--- src/rtl/riscv_pkg.sv ---
// Shared RISC-V constants and types for the pipeline front end.
// Holds the reset PC, the canonical NOP, opcode encodings and the fetch FSM states.
package riscv_pkg;

    localparam logic [31:0] RESET_PC = 32'h0000_0000;
    localparam logic [31:0] NOP_INST = 32'h0000_0013;   // addi x0, x0, 0

    localparam logic [6:0] OPCODE_R    = 7'b0110011;
    localparam logic [6:0] OPCODE_S    = 7'b0100011;
    localparam logic [6:0] OPCODE_SB   = 7'b1100011;
    localparam logic [6:0] OPCODE_LOAD = 7'b0000011;

    typedef enum logic [1:0] {
        ISSUE = 2'd0,
        WAIT  = 2'd1,
        HOLD  = 2'd2,
        DROP  = 2'd3
    } fetch_state_t;

    // Instruction addresses are word aligned; low two bits are forced to zero.
    function automatic logic [31:0] align_word(input logic [31:0] addr);
        return addr & ~32'h0000_0003;
    endfunction

endpackage

--- src/rtl/if_id_reg.sv ---
// IF/ID pipeline register: loads a fetched instruction, holds when disabled,
// and collapses to a NOP bubble on flush or when enabled with nothing to load.
module if_id_reg
    import riscv_pkg::*;
(
    input  logic        clk,
    input  logic        rst,
    input  logic        enable,
    input  logic        flush,
    input  logic        load_valid,
    input  logic [31:0] load_pc,
    input  logic [31:0] load_inst,
    output logic [31:0] if_id_pc,
    output logic [31:0] if_id_inst,
    output logic        if_id_valid
);

    // A bubble keeps the previous PC; only valid entries carry a meaningful PC.
    always_ff @(posedge clk) begin
        if (rst) begin
            if_id_pc    <= RESET_PC;
            if_id_inst  <= NOP_INST;
            if_id_valid <= 1'b0;
        end else if (flush) begin
            if_id_inst  <= NOP_INST;
            if_id_valid <= 1'b0;
        end else if (enable) begin
            if (load_valid) begin
                if_id_pc    <= load_pc;
                if_id_inst  <= load_inst;
                if_id_valid <= 1'b1;
            end else begin
                if_id_inst  <= NOP_INST;
                if_id_valid <= 1'b0;
            end
        end
    end

endmodule

--- src/rtl/if_stage.sv ---
// Instruction fetch stage: single-outstanding fetch FSM, PC, stall hold buffer
// and branch redirect handling, feeding the IF/ID register.
module if_stage
    import riscv_pkg::*;
(
    input  logic        clk,
    input  logic        rst,
    input  logic        pc_enable,
    input  logic        if_id_enable,
    input  logic        branch_taken,
    input  logic [31:0] branch_target,
    output logic        imem_req,
    output logic [31:0] imem_addr,
    input  logic        imem_rvalid,
    input  logic [31:0] imem_rdata,
    output logic [31:0] if_id_pc,
    output logic [31:0] if_id_inst,
    output logic        if_id_valid
);

    fetch_state_t state, state_next;
    logic [31:0]  pc, pc_next;
    logic [31:0]  hold_buf, hold_buf_next;
    logic         issue_req;
    logic         deliver;
    logic [31:0]  deliver_inst;
    logic         flush;
    logic         both_en;

    assign both_en   = pc_enable & if_id_enable;
    assign imem_req  = issue_req & ~rst;
    assign imem_addr = pc;

    always_ff @(posedge clk) begin
        if (rst) begin
            state    <= ISSUE;
            pc       <= RESET_PC;
            hold_buf <= '0;
        end else begin
            state    <= state_next;
            pc       <= pc_next;
            hold_buf <= hold_buf_next;
        end
    end

    // A redirect outranks everything; in ISSUE it also suppresses the request so
    // that no orphaned response can ever arrive.
    always_comb begin
        state_next    = state;
        pc_next       = pc;
        hold_buf_next = hold_buf;
        issue_req     = 1'b0;
        deliver       = 1'b0;
        deliver_inst  = hold_buf;
        flush         = 1'b0;

        if (branch_taken) begin
            pc_next       = align_word(branch_target);
            hold_buf_next = '0;
            flush         = 1'b1;
            unique case (state)
                WAIT:    state_next = imem_rvalid ? ISSUE : DROP;
                DROP:    state_next = imem_rvalid ? ISSUE : DROP;
                default: state_next = ISSUE;
            endcase
        end else begin
            unique case (state)
                ISSUE: begin
                    issue_req  = 1'b1;
                    state_next = WAIT;
                end
                WAIT: begin
                    if (imem_rvalid) begin
                        if (both_en) begin
                            deliver      = 1'b1;
                            deliver_inst = imem_rdata;
                        end else begin
                            hold_buf_next = imem_rdata;
                            state_next    = HOLD;
                        end
                    end
                end
                HOLD: begin
                    if (both_en) begin
                        deliver      = 1'b1;
                        deliver_inst = hold_buf;
                    end
                end
                DROP: begin
                    if (imem_rvalid) begin
                        state_next = ISSUE;
                    end
                end
                default: state_next = ISSUE;
            endcase

            if (deliver) begin
                pc_next    = pc + 32'd4;
                state_next = ISSUE;
            end
        end
    end

    if_id_reg u_if_id_reg (
        .clk         (clk),
        .rst         (rst),
        .enable      (if_id_enable),
        .flush       (flush),
        .load_valid  (deliver),
        .load_pc     (pc),
        .load_inst   (deliver_inst),
        .if_id_pc    (if_id_pc),
        .if_id_inst  (if_id_inst),
        .if_id_valid (if_id_valid)
    );

endmodule

--- config.mk ---
export PLATFORM = sky130hd
export DESIGN_NAME = if_stage
export DESIGN_NICKNAME = d
export VERILOG_FILES = /design/src/rtl/riscv_pkg.sv /design/src/rtl/if_id_reg.sv /design/src/rtl/if_stage.sv
export SDC_FILE = /design/constraint.sdc
export NUM_CORES = 1
export LEC_CHECK = 0
export CORE_MARGIN = 4
export CORE_UTILIZATION = 30
export DETAILED_ROUTE_END_ITERATION = 12
export PLACE_DENSITY_LB_ADDON = 0.2
export SLEW_MARGIN = 5
export SYNTH_ARGS = -nofsm -noshare
export SYNTH_HDL_FRONTEND = slang
export SYNTH_HIERARCHICAL = 1
export SYNTH_SLANG_ARGS = --single-unit
--- constraint.sdc ---
create_clock -name clk -period 4.4 [get_ports clk]
set_clock_uncertainty 0.1 [all_clocks]
set_input_delay 0.66 -clock clk [delete_from_list [all_inputs] [get_ports clk]]
set_output_delay 0.66 -clock clk [all_outputs]
set_load 0.03 [all_outputs]
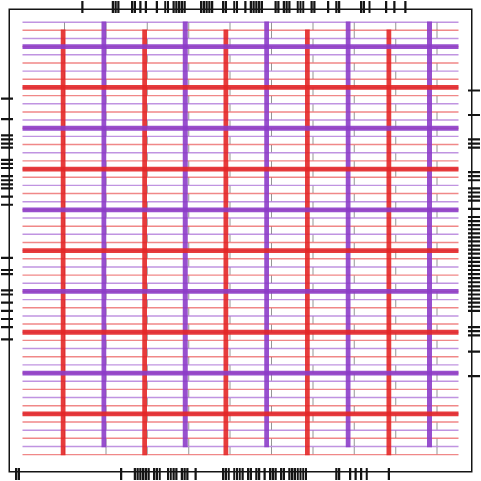
Fig. 1. PDN straps and rails.
(3 px per um) Pins as bars on the die edge. Tap cells in gray.
- red: VSS
- purple: VDD
- rows: 53
- met1 rails: 54
- signal pins: 168
- tap cells: 275
- met4 straps: 10
Die Width: 154 um
die height: 154 um
Core ar.: 21,000 um^2
worst vdd ir: 0.264 mV

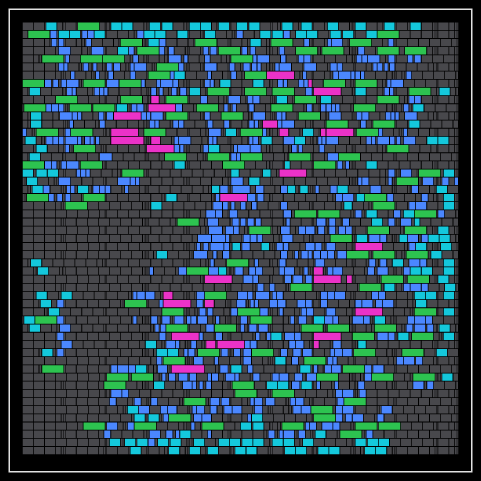
Fig. 2. Placement by cell class.
(3 px per um) Fill, decap, tap and diode cells in gray.
- magenta: clock drivers and dummy loads (cells 31)
- cyan: remaining buffers and delay cells (cells 175)
- green: registers (cells 129)
- blue: remaining logic cells (cells 550)
Util after Layout: 41.6%
register share of the cell area: 29.7%
std cell rows: 53
cell area after layout: 8710 um^2

==> results_dict.tcl <==
# yosys + openroad results
set metrics [dict create \
    ant_nets 0 \
    synthTopCellsByCount "dfxtp_1, nand2b_1, nand2_1, a21oi_1, nand3_1" \
    rr_startpoint "state[0]" \
    lay_top_cells "clkdlybuf4s50_1, dfxtp_1, nand2b_1, nand2_1, a21oi_1" \
    post-place-ws_ns 0.957 \
    start_kind "primary input" \
    hold_depth 2 \
    warnings 32 \
    p_clk_mw 1.39 \
    critPathBufInv 4 \
    num-nonclk-inverters 8 \
    path_max_fanout 21 \
    clockBufferDepth 2 \
    synth_async_sr_flop_share_pct 0 \
    grt_util_met1_pct 22.5 \
    setup_violations 0 \
    ys_sh_simple_pct 27.1 \
    root_buffer "clkbuf_16" \
    synth-seq-cells 129 \
    gr-usage-all-layers_pct 15.7 \
    clk_pin_slew_ns 0.06 \
    path_cells "clkdlybuf4s50_1 -> buf_4 -> inv_2 -> and3_1 -> clkdlybuf4s50_1" \
    comb_share_pct 39.8 \
    grt_use_met2_pct 23.4 \
    drt-total-wl_mm 19.0 \
    fa_ha_area_share_pct 1.18 \
    cts_buffers 17 \
    grt_max_degree 91 \
    port_buffers 163 \
    ctsResizeCount 0 \
    p_int_mw 2.22 \
    yosysTopAreaCell "dfxtp_1" \
    outcome "complete, no violations" \
    finalHoldViolations 0 \
    bufAreaShareNonClock_pct 19.7 \
    top_cell_area_share_pct 40.6 \
    post-cts-setup-buffers 0 \
    netlist_instances 734 \
    drc 0 \
    min_period_ns 3.03 \
    r2r_cells 7 \
    clock_latency_ns 0.42 \
    fillers 2144 \
    r2r_slack_ns 1.46 \
    compound_area_share_pct 13.7 \
    yosys_most_used_dff "dfxtp_1" \
    synthXorXnorAreaFrac_pct 0.963 \
    die-area_um2 23600 \
    nMultiInputCombCells 542 \
    syn-cell-area_um2 6360 \
    grt_pass1_wl_mm 30.0 \
    postPlaceCellArea_um2 8130 \
    clkbuf_count 19 \
    cts.sinks 129 \
    worst-endpoint-arrival_ns 2.27 \
    max_stage_delay_ns 0.70 \
]
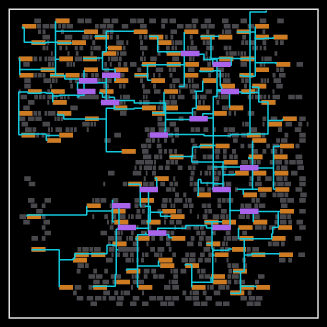
Fig. 3. Routed clock nets over the placement.
(2 px per um)
- purple: clock-net drivers (count 17)
- cyan: clock wires (length 1,910 um)
- orange: flip-flops (count 129)
- routed clock nets: 18

## per-stage QoR
| step | hold slack, ns | util, % |
|---|---|---|
| 3_3_place_gp | 0.339 | 38.8 |
| 3_5_place_dp | 0.345 | 38.8 |
| 4_1_cts | 0.353 | 41.6 |
| 2_1_floorplan | 0.334 | - |
| 5_1_grt | 0.369 | 41.6 |
| 6_report | 0.353 | 41.6 |
## worst max-delay path by stage
stage	slack, ns	startpoint	cells past startpoint	to
after global placement	0.98	pc_enable	6	imem_addr[19]
after global routing	1.26	pc_enable	6	imem_addr[21]
final	1.37	branch_taken	5	imem_req
after CTS	1.33	branch_taken	5	imem_req
after detailed placement	0.96	pc_enable	6	imem_addr[21]
after floorplan	1.95	branch_taken	7	u_if_id_reg/if_id_inst[1]
